--- src/rtl/sprom_rr_arbiter.sv ---
// sprom_rr_arbiter: round-robin arbiter sharing one synchronous single-port ROM among NUM_REQ readers,
// with a latency-matched tag pipeline that steers each returned word back to its requester
module sprom_rr_arbiter #(
  parameter int NUM_REQ     = 4,
  parameter int DATA_WIDTH  = 16,
  parameter int DEPTH       = 256,
  parameter int ADDR_WIDTH  = (DEPTH >= 2) ? $clog2(DEPTH) : 1,
  parameter int ROM_LATENCY = 1,
  parameter int ID_WIDTH    = (NUM_REQ >= 2) ? $clog2(NUM_REQ) : 1
) (
  input  logic                          CLK_I,
  input  logic                          RST_I,
  input  logic [NUM_REQ-1:0]            REQ_VALID_I,
  input  logic [NUM_REQ*ADDR_WIDTH-1:0] REQ_ADDR_I,
  output logic [NUM_REQ-1:0]            REQ_READY_O,
  output logic [NUM_REQ-1:0]            RESP_VALID_O,
  output logic [ID_WIDTH-1:0]           RESP_ID_O,
  output logic [DATA_WIDTH-1:0]         RESP_DATA_O,
  output logic [ADDR_WIDTH-1:0]         ROM_RADDR_O,
  input  logic [DATA_WIDTH-1:0]         ROM_RDATA_I
);
  if (ROM_LATENCY != 1 && ROM_LATENCY != 2) begin : g_bad_latency
    $error("ROM_LATENCY must be 1 or 2");
  end
  logic [ID_WIDTH-1:0]    ptr_q, ptr_d, gnt_id, idx;
  logic                   gnt_any;
  logic [ROM_LATENCY-1:0] vld_q, vld_d;
  logic [ID_WIDTH-1:0]    id_q [ROM_LATENCY];
  logic [ID_WIDTH-1:0]    id_d [ROM_LATENCY];
  // scan from the far end back toward PTR so the nearest valid requester wins
  always_comb begin
    gnt_any = 1'b0;
    gnt_id  = '0;
    idx     = '0;
    for (int i = NUM_REQ - 1; i >= 0; i--) begin
      idx = ID_WIDTH'((int'(ptr_q) + i) % NUM_REQ);
      if (REQ_VALID_I[idx] && !RST_I) begin
        gnt_any = 1'b1;
        gnt_id  = idx;
      end
    end
  end
  assign REQ_READY_O = gnt_any ? NUM_REQ'(1) << gnt_id : '0;
  assign ROM_RADDR_O = gnt_any ? REQ_ADDR_I[int'(gnt_id)*ADDR_WIDTH +: ADDR_WIDTH] : '0;
  assign ptr_d = gnt_any ? ((gnt_id == ID_WIDTH'(NUM_REQ - 1)) ? '0 : gnt_id + ID_WIDTH'(1)) : ptr_q;
  // ids only advance alongside a valid bit so RESP_ID_O holds between responses
  always_comb begin
    vld_d    = '0;
    vld_d[0] = gnt_any;
    id_d[0]  = gnt_any ? gnt_id : id_q[0];
    for (int s = 1; s < ROM_LATENCY; s++) begin
      vld_d[s] = vld_q[s-1];
      id_d[s]  = vld_q[s-1] ? id_q[s-1] : id_q[s];
    end
  end
  always_ff @(posedge CLK_I) begin
    if (RST_I) begin
      ptr_q <= '0;
      vld_q <= '0;
      id_q  <= '{default: '0};
    end else begin
      ptr_q <= ptr_d;
      vld_q <= vld_d;
      id_q  <= id_d;
    end
  end
  assign RESP_VALID_O = vld_q[ROM_LATENCY-1] ? NUM_REQ'(1) << id_q[ROM_LATENCY-1] : '0;
  assign RESP_ID_O    = id_q[ROM_LATENCY-1];
  assign RESP_DATA_O  = ROM_RDATA_I;
endmodule

--- config.mk ---
export PLATFORM = sky130hd
export DESIGN_NAME = sprom_rr_arbiter
export DESIGN_NICKNAME = d
export VERILOG_FILES = /design/src/rtl/sprom_rr_arbiter.sv
export SDC_FILE = /design/constraint.sdc
export NUM_CORES = 1
export LEC_CHECK = 0
export ABC_AREA = 1
export CAP_MARGIN = 20
export CORE_MARGIN = 5
export CORE_UTILIZATION = 35
export DETAILED_ROUTE_END_ITERATION = 10
export PLACE_DENSITY = 0.82
export SLEW_MARGIN = 20
export SYNTH_ARGS = -nofsm -noshare
export SYNTH_HDL_FRONTEND = slang
export SYNTH_SLANG_ARGS = --single-unit
--- constraint.sdc ---
create_clock -name CLK_I -period 2.59 [get_ports CLK_I]
set_input_delay 0.518 -clock CLK_I [delete_from_list [all_inputs] [get_ports CLK_I]]
set_output_delay 0.518 -clock CLK_I [all_outputs]
set_load 0.05 [all_outputs]
**Signal wires on met1**

Cells faint in the background.
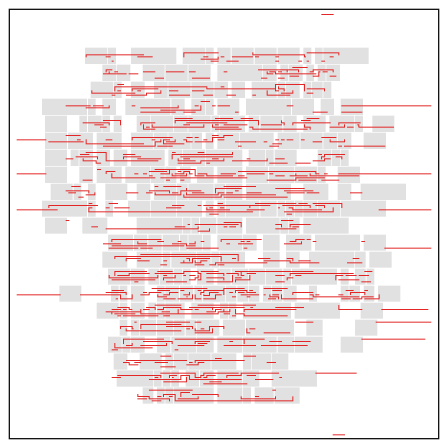
- main direction: horizontal
- nets with wire on the layer: 281
- wire length on this layer: 1660 um
- share of all routed wire: 38%
- longest straight run: 26.2 um

**Met2 routing**

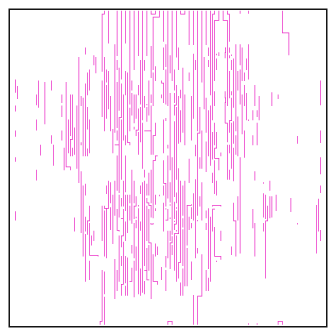
- main direction: vertical
- nets with wire on the layer: 282

**M3 wires**

Cells faint in the background.
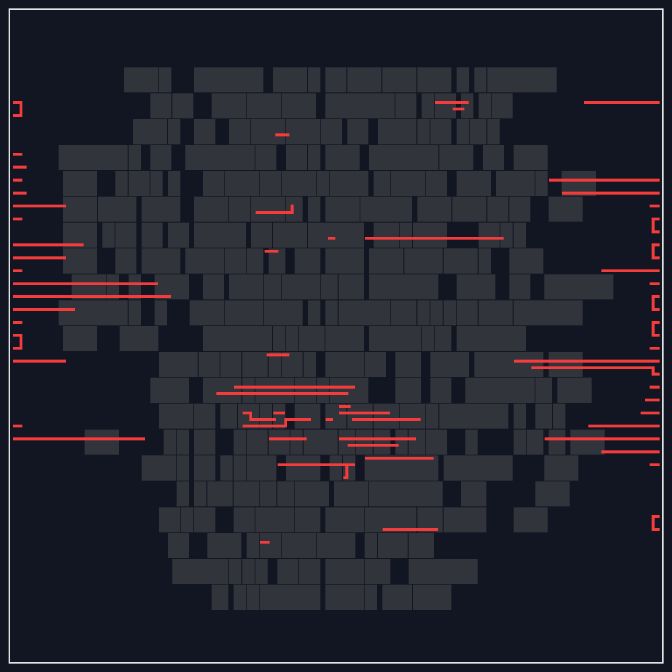
- wire length on this layer: 311 um
- main direction: horizontal
- nets with wire on the layer: 57

**Congestion heat map**

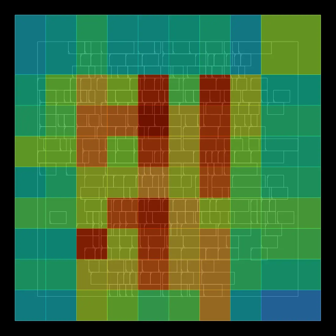
met1 global-route usage: 16.7%
global routing usage on met3: 4.05%
total track usage: 15.3%
GRT met2 Usage: 27.2%
utilization after layout: 68.9%

==> results.yml <==
# yosys + openroad results
final_layout:
  nNonClkInverters: 31
  logic_area_sq_um: 1040
  comb_cells: 151
  nFillCells: 250
  drive_gt1_share_pct: 52.9
  seqCellArea_sq_um: 103
  clockBufferCount: 4
  final_nets: 333
  clk_share_pct: 1.14
  diodes: 0
  n_all_buffers: 83
  bufAreaShareNonClock_pct: 40.6
  combAreaFraction_pct: 45.2
  flops: 5
  layout.cells.non_filler: 320
power_and_ir_drop:
  p_clk_uw: 86.9
  seq_power_uw: 160
  vdd_drop_max_mv: 1.22
  clockPowerShare_pct: 2.2
  comb_power_mw: 3.77
  internal-power_mw: 1.80
  sw_frac_of_total_pct: 55.2
  power-top-group: "combinational logic"
  p_sw_mw: 2.22
global_route:
  grt_max_degree: 12
  antenna_found_initial: 0
  grt_pass1_wl_um: 5710
  grt-busiest-layer: "met2"
  grt_pass1_vias: 1393
synth:
  ys_types: 24
  synth_cells: 206
  yosys_area_sq_um: 1200
  ys_seq_share_pct: 8.34
  avgSynthCellArea_sq_um: 5.82
  edf_count: 0
  ys_sh_mux_pct: 0
  ys_sh_xor_pct: 0
  yosysWarnings: 0
  simple_gate_share_pct: 58.8
  aoi_share_pct: 3.02
  async_flop_share_pct: 0
  synth-main-ff-cell: "dfxtp_1"
status:
  violations: "setup timing"
  run_status: "complete, but fails checks"
critical_path:
  crit_buf_inv: 4
  cp_common_cell: "nand2_1"
  reg2reg_depth: 12
  worst-setup-path-type: "in -> out"
  cp_num_cells: 14
  critPathLaunchType: "input pin"
  r2r_end: "ptr_q[1]"
  regToRegSetupSlack_ns: 0.66
  crit_required_ns: 2.07
  critPathMaxStageDelay_ns: 0.23
  reg2reg_from: "ptr_q[1]"
  critPathCaptureType: "output pin"
  cp_max_fo: 4
  crit_slowest_cell: "a21oi_4"
die:
  fp-row-count: 21
  dieHeight_um: 68.6
  dieWidth_um: 68.6
  dieArea_sq_um: 4700
  io_pins: 88
  taps: 46
  initCoreUtil_pct: 36.0
route:
  drc: 0
  first_pass_iters: 4
  drt_iter0_drc: 91
  postRouteAntennaNets: 0
  wl_per_cell_um: 13.5
  vias: 1514
timing:
  hold_viol_final: 0
  period_used_pct: 102
  slew_headroom_pct: 65.8
  whs_ns: 0.537
  max_freq_ghz: 0.377
  min_period_ns: 2.65
  fin_ws_ns: -0.0628
  tns_ns: -0.430
  worst_pin_slew_ns: 0.511
  slew_violations: 0
  rsz0062_at_grt: "true"
  setup-violations-final: 12
  finalClockSkew_ns: 0.00258
cts:
  cts_buffers: 3
  cts_tree: "yes"
  cts_sinks: 5
  cts_setup_buffers: 2
  cts_buffer_depth: 2
  root_buffer: "clkbuf_4"
  clock.latency.late_pin_ns: 0.23
  cts-resized-gates: 23
  clk_pin_slew_ns: 0.04
placed_design:
  dp_cells: 307
  numPortBuffers: 55
  finalWeightedCongestion: 0.926
  place_ws_ns: -0.303
  placed_cell_area_sq_um: 1920
flow_run:
  drv_cap: 0
  warnings: 30
worst_hold_path:
  hp-class: "reg -> reg"
==> worst min-delay path, stage by stage, from the launching register on <==
cell     delay, ns
dfxtp_1       0.34
nand2_1       0.08
a21oi_1       0.07
==> layout by cell type (no fill, tap or decap), types with 2 or more instances in the layout <==
| master | count |
|---|---|
| clkdlybuf4s50_1 | 38 |
| a21oi_1 | 2 |
| buf_4 | 15 |
| nand2_2 | 34 |
| inv_2 | 6 |
| nor3_1 | 4 |
| nor2_4 | 9 |
| o21ai_0 | 2 |
| nand2_4 | 10 |
| nand4_1 | 2 |
| clkbuf_4 | 3 |
| dfxtp_1 | 3 |
| nor2_2 | 16 |
| nor2_1 | 5 |
| buf_6 | 9 |
| nand2_1 | 35 |
| buf_8 | 2 |
| clkdlybuf4s15_1 | 3 |
| inv_1 | 21 |
| dfxtp_2 | 2 |
| nand3_1 | 10 |
| nand3_2 | 14 |
| buf_12 | 13 |
| ha_2 | 3 |
==> layer usage <==
metal  part of all wire, %  routed length (um)  up-vias
li1                      -                   -      750
met1                    38                1660      681
met2                    53                2300       75
met3                   7.2                 311        8
met4                   1.3                  58        0
met5                     0                   0        -
==> Yosys cell counts (2+ instances only) <==
cell,n,area [sq um]
a21oi_1,2,10.0
buf_12,2,40.0
buf_4,16,120
buf_6,2,22.5
dfxtp_1,5,100
ha_1,4,50.1
inv_1,26,97.6
inv_2,3,11.3
nand2_1,58,218
nand2_2,17,106
nand2_4,3,33.8
nand3_1,22,110
nand3_2,3,30.0
nand4_1,2,12.5
nor2_1,15,56.3
nor2_2,14,87.6
nor3_1,4,20.0
o21ai_0,2,10.0
No activity file was given, so power comes from the tool's default toggle rates.
